Run 1, signal wires on met4:
Scale bar: 20 um. Supply wires on this layer in grey.
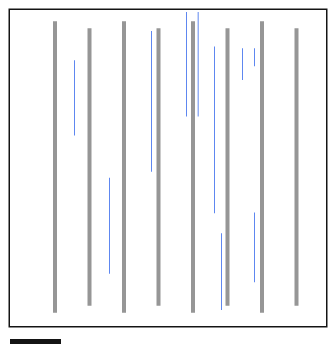
Run 1, register map, names as in the netlist:
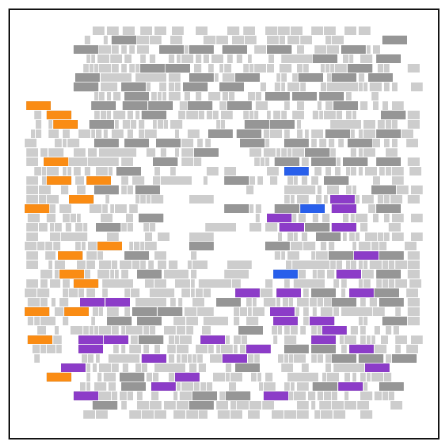
Run 1, signal metal coverage by tile:
Scale bar: 20 um. The die is cut into 25 by 25 equal tiles; dark purple is low, yellow is high, scaled to the fullest tile. Values are wire area over tile area, all layers added.
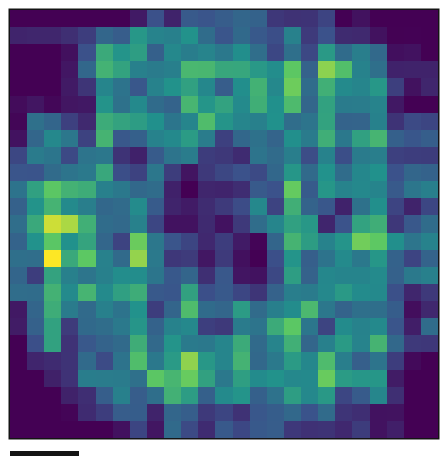
## config.mk

```make
export PLATFORM = sky130hd
export DESIGN_NAME = exe_mem_pipe_skid
export DESIGN_NICKNAME = d
export VERILOG_FILES = /design/src/rtl/pipe_pkg.sv /design/src/rtl/pipe_entry.sv /design/src/rtl/exe_mem_pipe_skid.sv
export SDC_FILE = /design/constraint.sdc
export NUM_CORES = 1
export LEC_CHECK = 0
export CORE_MARGIN = 4
export CORE_UTILIZATION = 50
export DETAILED_ROUTE_END_ITERATION = 8
export PLACE_DENSITY = 0.8
export SLEW_MARGIN = 20
export SYNTH_ARGS = -nofsm -noshare
export SYNTH_HDL_FRONTEND = slang
export SYNTH_SLANG_ARGS = --single-unit
```

## constraint.sdc

```tcl
create_clock -name clk -period 2.7 [get_ports clk]
set_input_delay 0.675 -clock clk [delete_from_list [all_inputs] [get_ports clk]]
set_output_delay 0.675 -clock clk [all_outputs]
set_load 0.03 [all_outputs]
```

## src/rtl/pipe_pkg.sv

```systemverilog
// pipe_pkg: shared state encodings and control-bit indices for the pipeline skid stage
package pipe_pkg;
  localparam logic [1:0] ST_EMPTY = 2'd0;
  localparam logic [1:0] ST_BUSY = 2'd1;
  localparam logic [1:0] ST_FULL = 2'd2;
  localparam int CTRL_WB = 0;
  localparam int CTRL_MEM_R = 1;
  localparam int CTRL_MEM_W = 2;
endpackage

```

## src/rtl/pipe_entry.sv

```systemverilog
// pipe_entry: load-enabled payload register with synchronous active-low clear
module pipe_entry #(
  parameter int INSTR_W = 32,
  parameter int DATA_W = 32,
  parameter int CTRL_W = 3
) (
  input  logic               clk,
  input  logic               rst,
  input  logic               ld,
  input  logic [INSTR_W-1:0] instr_in,
  input  logic [CTRL_W-1:0]  ctrl_in,
  input  logic [DATA_W-1:0]  result_in,
  output logic [INSTR_W-1:0] instr_q,
  output logic [CTRL_W-1:0]  ctrl_q,
  output logic [DATA_W-1:0]  result_q
);
  logic [INSTR_W-1:0] instr_d;
  logic [CTRL_W-1:0]  ctrl_d;
  logic [DATA_W-1:0]  result_d;
  always_comb begin
    instr_d = ld ? instr_in : instr_q;
    ctrl_d = ld ? ctrl_in : ctrl_q;
    result_d = ld ? result_in : result_q;
  end
  always_ff @(posedge clk) begin
    if (!rst) begin
      instr_q <= '0;
      ctrl_q <= '0;
      result_q <= '0;
    end else begin
      instr_q <= instr_d;
      ctrl_q <= ctrl_d;
      result_q <= result_d;
    end
  end
endmodule

```

## src/rtl/exe_mem_pipe_skid.sv

```systemverilog
// exe_mem_pipe_skid: EXE->MEM stage register with 2-entry skid, flush and saturating stall counter
module exe_mem_pipe_skid
  import pipe_pkg::*;
#(
  parameter int INSTR_W = 32,
  parameter int DATA_W = 32,
  parameter int CTRL_W = 3,
  parameter int STALL_CNT_W = 16
) (
  input  logic                   clk,
  input  logic                   rst,
  input  logic                   in_valid,
  output logic                   in_ready,
  input  logic [INSTR_W-1:0]     instr_in,
  input  logic [CTRL_W-1:0]      ctrl_in,
  input  logic [DATA_W-1:0]      result_in,
  input  logic                   flush,
  output logic                   out_valid,
  input  logic                   out_ready,
  output logic [INSTR_W-1:0]     instr_out,
  output logic [CTRL_W-1:0]      ctrl_out,
  output logic [DATA_W-1:0]      result_out,
  output logic [STALL_CNT_W-1:0] stall_cnt
);
  logic [1:0] state_q, state_d;
  logic [STALL_CNT_W-1:0] stall_cnt_q, stall_cnt_d;
  logic in_fire, out_fire, m_ld, m_from_s, s_ld;
  logic [INSTR_W-1:0] s_instr, m_instr_in;
  logic [CTRL_W-1:0] s_ctrl, m_ctrl, m_ctrl_in;
  logic [DATA_W-1:0] s_result, m_result_in;
  assign in_ready = state_q != ST_FULL;
  assign out_valid = state_q != ST_EMPTY;
  assign in_fire = in_valid & in_ready;
  assign out_fire = out_valid & out_ready;
  always_comb begin
    state_d = state_q;
    m_ld = 1'b0;
    m_from_s = 1'b0;
    s_ld = 1'b0;
    case (state_q)
      ST_EMPTY: begin
        state_d = in_fire ? ST_BUSY : ST_EMPTY;
        m_ld = in_fire;
      end
      ST_BUSY: begin
        state_d = in_fire & !out_fire ? ST_FULL : (!in_fire & out_fire ? ST_EMPTY : ST_BUSY);
        m_ld = in_fire & out_fire;
        s_ld = in_fire & !out_fire;
      end
      ST_FULL: begin
        state_d = out_fire ? ST_BUSY : ST_FULL;
        m_ld = out_fire;
        m_from_s = 1'b1;
      end
      default: state_d = ST_EMPTY;
    endcase
    if (flush) begin
      state_d = ST_EMPTY;
      m_ld = 1'b0;
      s_ld = 1'b0;
    end
    stall_cnt_d = out_valid & !out_ready & ~&stall_cnt_q ? stall_cnt_q + 1'b1 : stall_cnt_q;
  end
  always_comb begin
    m_instr_in = m_from_s ? s_instr : instr_in;
    m_ctrl_in = m_from_s ? s_ctrl : ctrl_in;
    m_result_in = m_from_s ? s_result : result_in;
  end
  pipe_entry #(.INSTR_W(INSTR_W), .DATA_W(DATA_W), .CTRL_W(CTRL_W)) u_m (
    .clk(clk), .rst(rst), .ld(m_ld),
    .instr_in(m_instr_in), .ctrl_in(m_ctrl_in), .result_in(m_result_in),
    .instr_q(instr_out), .ctrl_q(m_ctrl), .result_q(result_out)
  );
  pipe_entry #(.INSTR_W(INSTR_W), .DATA_W(DATA_W), .CTRL_W(CTRL_W)) u_s (
    .clk(clk), .rst(rst), .ld(s_ld),
    .instr_in(instr_in), .ctrl_in(ctrl_in), .result_in(result_in),
    .instr_q(s_instr), .ctrl_q(s_ctrl), .result_q(s_result)
  );
  always_ff @(posedge clk) begin
    if (!rst) begin
      state_q <= ST_EMPTY;
      stall_cnt_q <= '0;
    end else begin
      state_q <= state_d;
      stall_cnt_q <= stall_cnt_d;
    end
  end
  assign ctrl_out = m_ctrl & {CTRL_W{out_valid}};
  assign stall_cnt = stall_cnt_q;
endmodule

```

==> Slide: Implementation Results, run 1 <==
Synthesis and Place & Route Summary

Status
  • Status: complete, no violations

Global route
  • Initial antenna violation count: 0
  • GR Util met1: 0.2565
  • GRT Max-Usage Layer: met2
  • First-pass GRT wire length: 27,630 um
  • Pin count of the biggest net entering global routing: 90
  • M3 GR Usage: 0.06003
  • Overflow after GRT: 0
  • Vias in the first global route: 5,724

Layout
  • Number of diodes: 0
  • Comb/total area: 0.3691
  • Flop count: 152
  • Combinational gate area: 3283 um2
  • Bufs w/o clock: 171
  • Dominant kind of cell: combinational gates
  • Top cells excl fill/tap: 155 x clkdlybuf4s50_1, 152 x dfxtp_1, 146 x a21oi_1
  • Multi-In Gates: 566
  • Filler cell count: 1,128
  • NonClk Buf Share: 0.1978
  • Share of cells above drive strength 1: 0.05832
  • Non-CTS inverters: 6
  • Area Growth Syn to Fin: 31.43%

CTS
  • CTS tree: built
  • Setup Fix Bufs, Post-CTS: 0
  • Cts repair resizes: 1
  • Clk slew on worst S/H paths: 0.06 ns
  • Root Driver: clkbuf_16
  • CTS Hold Buffers Added: 0
  • CTS max path bufs: 2
  • Latency at later pin: 0.42 ns

Synthesis
  • Synth top cells by count: 152 x dfxtp_1, 146 x a21oi_1, 144 x nand2_1, 71 x mux2i_1, 70 x or3_1
  • Post-synth tally of flip-flops with integrated enable: 0
  • # Cells Yosys: 795
  • MUX area fraction: 0.1050
  • Asr flop ratio synth: 0
  • Post-synthesis xor/xnor area fraction: 0.001294
  • Main logic family: simple AND/OR/NAND/NOR gates
  • Synthesized Nets: 870
  • Chip Area, Yosys: 6768 um2
  • Seq/Total Area, Yosys: 0.4496
  • Top cells by area, synth: dfxtp_1 45%, a21oi_1 11%, mux2i_1 11%, nand2_1 8.0%, or3_1 6.5%
  • Cells after synthesis: 795
  • Yosys simple share: 0.1939
  • Cell Type Count: 44
  • Cell Area, Synth: 6768 um2
  • Most common cell in the netlist: dfxtp_1
  • Area leader, netlist: dfxtp_1
  • Synth warn: 0
  • Syn_area_per_cell: 8.513 um2

STA
  • Final Hold Vio Count: 0
  • Worst Slack Setup Final: 0.1024 ns
  • Slew Limit Fails: 0
  • Final critical-path required period: 2.598 ns
  • Setup Viol. Count Final: 0
  • Fmax: 385.0 MHz
  • Worst-margin pin slew: 0.8139 ns

Placed design
  • Port Buf Inserts: 156
  • Gpl congestion: 0.8470
  • Dpl hpwl: 10,620 um
  • Pre-CTS setup slack: 0.1598 ns

Power and ir drop
  • Leakage Power: 0.003441 uW
  • Power in the clock group: 2290 uW
  • Top power group: registers
  • Maximum VDD drop: 0.0002997 V
  • Power Density: 589.0 nW/um2
  • Gate power share: 0.116
  • Register share of total power: 0.447

Setup path
  • Worst path depth: 3
  • CP delay by family, top: buffers and inverters
  • CP peak stage delay: 0.70 ns
  • Setup slack, reg-to-reg: 0.58 ns
  • Critical Path End Type: primary output
  • Buf+Inv Stages, Crit Path: 1
  • R2R cell count: 5
  • Crit path launch: state_q[0]
  • Setup Crit Path Kind: flip-flop to primary output
  • CP Data Arrival Time: 1.92 ns
  • CP startpoint kind: flip-flop

Die
  • Floorplan utilization: 0.5111
  • Die Y: 124.3 um
  • Core box area: 13,240 um2
  • Die width: 124.3 um

Worst hold path
  • Hold Crit Depth: 2

Drt
  • Routed wl met2: 8234 um
  • Routed Antenna Nets: 0
  • Highest routed layer: met4
  • Starting DRC count in detailed routing: 456
  • Met3 wire len: 881 um
  • Residual DRC count: 0

Flow run
  • Max-capacitance violation count: 0
Back to the opening pictures, 'signal wires on met4':
wire length on this layer: 345 um
longest straight run: 65.3 um
main direction: vertical
share of all routed wire: 2.1%
nets with wire on the layer: 7
vias: 5,965
final WL: 16,770 um

Back to the opening pictures, 'register map, names as in the netlist':
[`u_m.ctrl_q`] blue | placed flops: 3
[`stall_cnt`] orange | placed flops: 16
[`u_s.result_q`] purple | placed flops: 32
not coloured: 101
Util after Layout: 0.6717
Seq/total area: 0.3421
Seq. pwr: 2340 uW
register area: 3043 um2

Back to the opening pictures, 'signal metal coverage by tile':
densest ninth of the die: west
fullest tile: 0.53
nearly empty tiles: 9.3%
tiles over half the peak: 20%
mean over tiles: 0.17
detailed-route wire length per cell: 15.22 um
GRT Util Overall: 0.2142

## run 1: worst reg2reg max path, delay by kind of cell (launching register included)
kind | cells | cell delay, ns
and+or+nand+nor | 2 | 0.55
DFF | 1 | 0.49
muxes | 1 | 0.24
buffers and inverters | 1 | 0.63
AOI/OAI and AO/OA | 1 | 0.15
## run 1: stage by stage
stage	hold WS, ns	utilization	instances	total power, uW	cell area (um2)
2_1_floorplan	0.4357	-	795	2715	6768
4_1_cts	0.4534	0.6717	1102	5276	8895
5_1_grt	0.4704	0.6717	1102	5407	8895
3_5_place_dp	0.4456	0.6289	1071	3000	8328
6_report	0.4520	0.6717	1102	5239	8895
3_3_place_gp	0.4406	0.6289	1071	2991	8328
Run 1, placement view:
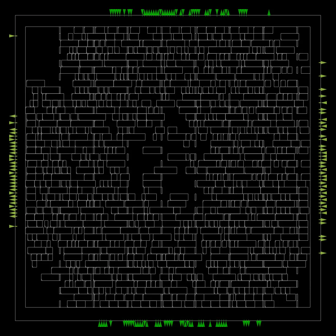

==> inputs of run 2 (changes only) <==
--- a/config.mk
+++ b/config.mk
@@ -9,6 +9,7 @@
 export CORE_UTILIZATION = 50
 export DETAILED_ROUTE_END_ITERATION = 8
 export PLACE_DENSITY = 0.8
+export RECOVER_POWER = 100
 export SLEW_MARGIN = 20
 export SYNTH_ARGS = -nofsm -noshare
 export SYNTH_HDL_FRONTEND = slang
Run 2, placement view:
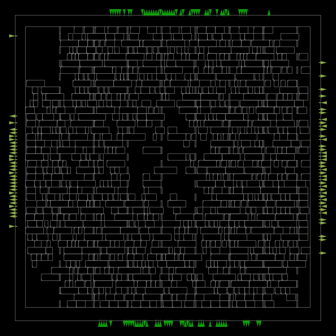
core box area: 13,240 um2
final std cells w/o fill: 1,102
flop count: 152
# rows: 42
filler cell count: 1,138

==> run 2 against run 1 <==
Clock skew rose by 0.00068 ns; area after synthesis unchanged; clock power about the same; via count down 0.37%; sequential share of layout area increased by 0.25 points; critical path depth did not move; critical endpoint unchanged.
==> Slide: Implementation Results, run 2 <==
Synthesis and Place & Route Summary

Placed design
  • Dpl hpwl: 10,620 um (unchanged)
  • Placed Cells: 1,071 (unchanged)
  • Port Buf Inserts: 156 (unchanged)
  • Area of placed instances: 8328 um2 (unchanged)
  • Pre-CTS setup slack: 0.1598 ns (unchanged)
  • Gpl congestion: 0.8470 (unchanged)

Power and ir drop
  • Top power group: registers
  • Maximum VDD drop: 0.0002989 V (-0.29%)
  • Logic power comb: 582 uW
  • Leakage Power: 0.003652 uW (+6.1%)
  • Register share of total power: 0.449 (+0.002)
  • Switching Share: 0.2395
  • Cell-internal power: 3957 uW
  • Power in the clock group: 2280 uW (about the same)
  • Final total power: 5203 uW (-0.69%)
  • Gate power share: 0.112 (-0.004)
  • Seq. pwr: 2340 uW (about the same)
  • Power Density: 589.3 nW/um2 (about the same)

Synthesis
  • Chip Area, Yosys: 6768 um2 (unchanged)
  • Most common cell in the netlist: dfxtp_1
  • Synthesized Nets: 870 (unchanged)
  • Seq/Total Area, Yosys: 0.4496 (unchanged)
  • Asr flop ratio synth: 0 (unchanged)
  • Synth warn: 0 (unchanged)
  • Cell Area, Synth: 6768 um2 (unchanged)
  • Cell Type Count: 44 (unchanged)
  • Top cells by area, synth: dfxtp_1 45%, a21oi_1 11%, mux2i_1 11%, nand2_1 8.0%, or3_1 6.5%
  • Post-synthesis xor/xnor area fraction: 0.001294 (unchanged)
  • MUX area fraction: 0.1050 (unchanged)
  • Synth top cells by count: 152 x dfxtp_1, 146 x a21oi_1, 144 x nand2_1, 71 x mux2i_1, 70 x or3_1
  • Seq cells post-synth: 152
  • Syn_area_per_cell: 8.513 um2 (unchanged)
  • Area leader, netlist: dfxtp_1
  • Yosys simple share: 0.1939 (unchanged)
  • Area fraction in compound gates after synthesis: 0.1764
  • Main logic family: simple AND/OR/NAND/NOR gates
  • Synth Flop Type: dfxtp_1
  • Post-synth tally of flip-flops with integrated enable: 0 (unchanged)
  • Cells after synthesis: 795 (unchanged)
  • # Cells Yosys: 795 (unchanged)

Die
  • Floorplan utilization: 0.5111 (unchanged)
  • Die width: 124.3 um (unchanged)
  • IO Pins: 157
  • N_taps: 176
  • Chip area: 15,460 um2
  • Die Y: 124.3 um (unchanged)

CTS
  • Latency at later pin: 0.42 ns (about the same)
  • Cts repair resizes: 1 (unchanged)
  • CTS Hold Buffers Added: 0 (unchanged)
  • Root Driver: clkbuf_16
  • CTS tree: built
  • Clk slew on worst S/H paths: 0.06 ns (about the same)
  • CTS max path bufs: 2 (unchanged)
  • CTS buffer count: 17
  • Setup Fix Bufs, Post-CTS: 0 (unchanged)
  • # clock sinks: 152

Layout
  • Number of clock buffers in the layout: 22
  • Bufs w/o clock: 171 (unchanged)
  • Comb/total area: 0.3689 (about the same)
  • Post-route cell area: 8830 um2 (-0.73%)
  • Util after Layout: 0.6668 (-0.004913)
  • Area Growth Syn to Fin: 30.47%
  • Register area: 3043 um2 (unchanged)
  • Most numerous logic cell after layout: dfxtp_1
  • Share of cells above drive strength 1: 0.05292 (-0.005400)
  • Combinational gate area: 3257 um2 (-0.80%)
  • ClkCell Share: 0.06391
  • Non-CTS inverters: 6 (unchanged)
  • Number of diodes: 0 (unchanged)
  • Seq/total area: 0.3446 (+0.002521)
  • Post-layout nets: 989
  • Top cells excl fill/tap: 152 x dfxtp_1, 146 x a21oi_1, 144 x nand2_1
  • Multi-In Gates: 566 (unchanged)
  • Dominant kind of cell: combinational gates
  • NonClk Buf Share: 0.1951 (-0.002653)

Global route
  • Initial antenna violation count: 0 (unchanged)
  • GRT Max-Usage Layer: met2
  • GRT Util Overall: 0.2142 (unchanged)
  • Vias in the first global route: 5,724 (unchanged)
  • GR Util met1: 0.2565 (unchanged)
  • First-pass GRT wire length: 27,630 um (unchanged)
  • M3 GR Usage: 0.06003 (unchanged)
  • M2 GR Usage: 0.3651
  • Pin count of the biggest net entering global routing: 90 (unchanged)
  • Overflow after GRT: 0 (unchanged)

Setup path
  • Crit path DRT: 2.03 ns
  • CP peak stage delay: 0.70 ns (about the same)
  • Setup Crit Path Kind: flip-flop to primary output
  • R2R cell count: 7 (+2)
  • CP startpoint kind: flip-flop
  • CP delay by family, top: buffers and inverters
  • Setup slack, reg-to-reg: 0.40 ns (-0.18 ns)
  • Buf+Inv Stages, Crit Path: 1 (unchanged)
  • Reg2reg end: u_m.instr_q[12]
  • Critical Path End Type: primary output
  • Worst path depth: 3 (unchanged)
  • RR Startpoint: state_q[0]
  • CP Data Arrival Time: 1.90 ns (-0.02 ns)
  • CP Max Fanout: 6
  • CP max stage cell: clkdlybuf4s50_1
  • Crit-path cells: nor2_2 -> nor2b_1 -> clkdlybuf4s50_1

Status
  • Status: complete, no violations

STA
  • Clk_skew: 0.005144 ns
  • Crit share post-route: 0.9520
  • Hold slack: 0.4521 ns (+0.0001080 ns)
  • Fmax: 389.0 MHz (+1.1%)
  • Slew HR: 0.2279
  • Setup TNS: 0 ns
  • Setup Viol. Count Final: 0 (unchanged)
  • Worst-margin pin slew: 1.149 ns (+0.3347 ns)
  • Slew Limit Fails: 0 (unchanged)
  • Final critical-path required period: 2.570 ns (-0.02714 ns)
  • Final Hold Vio Count: 0 (unchanged)
  • RSZ-0062 raised after global routing: false
  • Worst Slack Setup Final: 0.1296 ns (+0.02714 ns)

Worst hold path
  • Hold Crit Depth: 2 (unchanged)
  • Hold EP: u_s.instr_q[29]
  • HP Start: u_s.instr_q[29]
  • Hold crit path type: flip-flop to flip-flop

Drt
  • Detailed-router iteration count before antenna repair: 4
  • Routed wl met2: 8410 um (+2.1%)
  • Detailed-route wire length per cell: 15.20 um (-0.13%)
  • Starting DRC count in detailed routing: 397 (-13%)
  • Residual DRC count: 0 (unchanged)
  • Met3 wire len: 782 um (-11%)
  • Vias: 5,943 (-0.37%)
  • Final WL: 16,750 um (-0.13%)
  • Highest routed layer: met4
  • Routed Antenna Nets: 0 (unchanged)

Flow run
  • Log Warnings: 27
  • Max-capacitance violation count: 0 (unchanged)
==> run 2: cell counts after synthesis <==
Identical to the previous run, type by type.
==> run 2: logic make-up (layout without fill, tap and decap cells) <==
| logic type | count (synthesis) | in the layout |
|---|---|---|
| simple gates | 262 | 262 |
| compound gates | 229 | 229 |
| flops | 152 | 152 |
| buf+inv | 77 | 208 |
| mux | 71 | 71 |
| fa+ha+maj | 3 | 3 |
| xor+xnor | 1 | 1 |
==> run 2: worst max path at each step <==
stage / startpoint / endpoint / slack, ns
CTS: state_q[0] / ctrl_out[1] / 0.08
finish: state_q[1] / ctrl_out[1] / 0.13
global placement: out_ready / u_m.instr_q[8] / 0.25
detailed placement: out_ready / u_m.instr_q[12] / 0.16
floorplan: state_q[0] / u_s.instr_q[17] / 0.66
global route: state_q[1] / ctrl_out[1] / 0.01
==> inputs of run 3 (changes only) <==
--- a/config.mk
+++ b/config.mk
@@ -6,9 +6,11 @@
 export NUM_CORES = 1
 export LEC_CHECK = 0
 export CORE_MARGIN = 4
-export CORE_UTILIZATION = 50
+export CORE_UTILIZATION = 63
 export DETAILED_ROUTE_END_ITERATION = 8
-export PLACE_DENSITY = 0.8
+export DONT_BUFFER_PORTS = 1
+export GPL_TIMING_DRIVEN = 0
+export PLACE_DENSITY = 0.79
 export RECOVER_POWER = 100
 export SLEW_MARGIN = 20
 export SYNTH_ARGS = -nofsm -noshare
==> constraint.sdc (replaced) <==
create_clock -name clk -period 2.7 [get_ports clk]
set_input_delay 0.27 -clock clk [delete_from_list [all_inputs] [get_ports clk]]
set_output_delay 0.27 -clock clk [all_outputs]
set_load 0.03 [all_outputs]
Run 3, clock wires, drivers and flops:
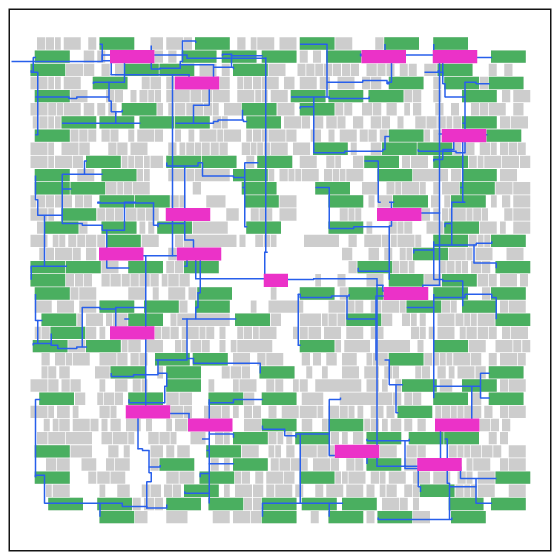
[clock wires] blue | length: 1,700 um
[clock-net drivers] magenta | count: 17
[flip-flops] green | count: 152
routed clock nets: 18
flops lie: widely spread
power in the clock group: 2370 uW
clock power share: 0.452

==> run 3 against run 2 <==
Sequential power increased by 4%; combinational power decreased by 28%; area after synthesis unchanged; sequential share of layout area increased by 2.6 points; synthesized cell count unchanged; flip-flop count unchanged; via count increased by 6.1%; register-to-register slack got worse by 0.18 ns; die size decreased by 19%.
==> Slide: Implementation Results, run 3 <==
Synthesis and Place & Route Summary

Layout
  • Comb/total area: 0.3968 (+0.02795)
  • Post-layout nets: 958 (-3.1%)
  • Seq/total area: 0.3704 (+0.02583)
  • Final std cells w/o fill: 1,032 (-6.4%)
  • Combinational gate area: 3259 um2 (about the same)
  • Util after Layout: 0.7886 (+0.1218)
  • Share of cells above drive strength 1: 0.07813 (+0.02521)
  • Multi-In Gates: 566 (unchanged)
  • NonClk Buf Share: 0.1371 (-0.05803)
  • ClkCell Share: 0.07220 (+0.008293)
  • Filler cell count: 707 (-38%)
  • Number of clock buffers in the layout: 17 (-23%)
  • Number of diodes: 0 (unchanged)
  • Top cells excl fill/tap: 152 x dfxtp_1, 146 x a21oi_1, 144 x nand2_1
  • Dominant kind of cell: combinational gates
  • Post-route cell area: 8214 um2 (-7.0%)
  • Area Growth Syn to Fin: 21.37%
  • Register area: 3043 um2 (unchanged)
  • Non-CTS inverters: 6 (unchanged)
  • Bufs w/o clock: 140 (-18%)

Drt
  • Starting DRC count in detailed routing: 562 (+42%)
  • Detailed-route wire length per cell: 19.19 um (+26%)
  • Detailed-router iteration count before antenna repair: 5 (+1)
  • Highest routed layer: met4
  • Routed Antenna Nets: 0 (unchanged)
  • Routed wl met2: 9810 um (+17%)
  • Met3 wire len: 1650 um (+110%)
  • Vias: 6,306 (+6.1%)
  • Residual DRC count: 0 (unchanged)
  • Final WL: 19,810 um (+18%)

Setup path
  • Crit-path cells: nand2b_2 -> buf_8 -> buf_12 -> and2_1 -> ha_1 -> a2bb2oi_4 -> buf_6 -> clkbuf_2 -> o21ai_0 -> a21oi_1
  • CP Data Arrival Time: 2.95 ns (+1.05 ns)
  • CP startpoint kind: flip-flop
  • CP Max Fanout: 10 (+4)
  • Critical Path End Type: flip-flop
  • Buf+Inv Stages, Crit Path: 4 (+3)
  • CP max stage cell: dfxtp_1

Global route
  • GR Util met1: 0.3735 (+0.1170)
  • M2 GR Usage: 0.5300 (+0.1648)
  • First-pass GRT wire length: 31,910 um (+15%)
  • GRT Max-Usage Layer: met2
  • Overflow after GRT: 0 (unchanged)
  • Vias in the first global route: 6,316 (+10%)
  • M3 GR Usage: 0.1000 (+0.03997)
  • Pin count of the biggest net entering global routing: 17 (-81%)

Power and ir drop
  • Seq. pwr: 2440 uW (+4%)
  • Power Density: 636.8 nW/um2 (+8.1%)
  • Final total power: 5231 uW (+0.53%)
  • Switch Pwr: 1330 uW
  • Leakage Power: 0.003257 uW (-11%)
  • Logic power comb: 421 uW (-28%)
  • Switching Share: 0.2542 (+0.01469)
  • Top power group: registers
  • Register share of total power: 0.467 (+0.018)
  • Maximum VDD drop: 0.0004803 V (+61%)

Synthesis
  • Cell Area, Synth: 6768 um2 (unchanged)
  • Cells after synthesis: 795 (unchanged)
  • Asr flop ratio synth: 0 (unchanged)
  • Synth top cells by count: 152 x dfxtp_1, 146 x a21oi_1, 144 x nand2_1, 71 x mux2i_1, 70 x or3_1
  • Most common cell in the netlist: dfxtp_1
  • Synth Flop Type: dfxtp_1
  • Main logic family: simple AND/OR/NAND/NOR gates
  • Synth warn: 0 (unchanged)
  • MUX area fraction: 0.1050 (unchanged)
  • Seq/Total Area, Yosys: 0.4496 (unchanged)
  • # Cells Yosys: 795 (unchanged)
  • Chip Area, Yosys: 6768 um2 (unchanged)
  • Post-synthesis xor/xnor area fraction: 0.001294 (unchanged)
  • Synthesized Nets: 870 (unchanged)
  • Post-synth tally of flip-flops with integrated enable: 0 (unchanged)
  • Cell Type Count: 44 (unchanged)
  • Area leader, netlist: dfxtp_1
  • Area fraction in compound gates after synthesis: 0.1764 (unchanged)
  • Yosys simple share: 0.1939 (unchanged)
  • Seq cells post-synth: 152 (unchanged)

Worst hold path
  • Hold crit path type: input pin to flip-flop

STA
  • Final Hold Vio Count: 0 (unchanged)
  • Setup Viol. Count Final: 0 (unchanged)
  • Crit share post-route: 0.9200 (-0.03199)
  • Slew Limit Fails: 0 (unchanged)
  • RSZ-0062 raised after global routing: false
  • Fmax: 402.6 MHz (+3.5%)
  • Setup TNS: 0 ns (unchanged)
  • Slew HR: 0.5312 (+0.3033)
  • Worst Slack Setup Final: 0.2159 ns (+0.08636 ns)
  • Worst-margin pin slew: 0.6974 ns (-0.4512 ns)
  • Clk_skew: 0.005348 ns (+0.0002033 ns)
  • Final critical-path required period: 2.484 ns (-0.08636 ns)
  • Hold slack: 0.04674 ns (-0.4054 ns)

CTS
  • # clock sinks: 152 (unchanged)
  • Root Driver: clkbuf_8
  • Cts repair resizes: 0 (-1)
  • CTS Hold Buffers Added: 69 (+69)
  • CTS tree: built
  • Setup Fix Bufs, Post-CTS: 0 (unchanged)
  • Latency at later pin: 0.53 ns (+0.11 ns)

Placed design
  • Port Buf Inserts: 0 (-100%)
  • Placed Cells: 931 (-13%)
  • Gpl congestion: 0.8315 (-1.8%)
  • Dpl hpwl: 12,670 um (+19%)
  • Pre-CTS setup slack: 0.1891 ns (+0.02928 ns)
  • Area of placed instances: 6938 um2 (-17%)

Die
  • # rows: 37 (-12%)
  • N_taps: 136 (-23%)
  • Chip area: 12,460 um2 (-19%)
  • Floorplan utilization: 0.6497 (+0.1387)
  • IO Pins: 157 (unchanged)

Status
  • Status: complete, no violations

Flow run
  • Max-capacitance violation count: 0 (unchanged)
[run 3: cell types whose count changed in the layout (fill, tap and decap cells not counted), moves of 2 or more]
cell,change
clkdlybuf4s50_1,-71
dlygate4sd3_1,-15
buf_1,+3
clkinv_2,-2
buf_2,+9
clkinvlp_4,+2
clkbuf_4,-2
buf_4,-3
clkinv_4,+4
clkbuf_1,+30
clkbuf_2,+11
buf_12,+2
[run 3: worst paths after layout]
| kind | start | to | slack (ns) | cells past startpoint |
|---|---|---|---|---|
| worst max-delay path | state_q[0] | u_m.instr_q[19] | 0.22 | 10 |
| worst min-delay path | instr_in[17] | u_m.instr_q[17] | 0.05 | 3 |
| worst max register to register | state_q[0] | u_m.instr_q[19] | 0.22 | 10 |
| worst min register to register | u_s.instr_q[15] | u_s.instr_q[15] | 0.45 | 2 |
Power is estimated from default activity; no workload was simulated.
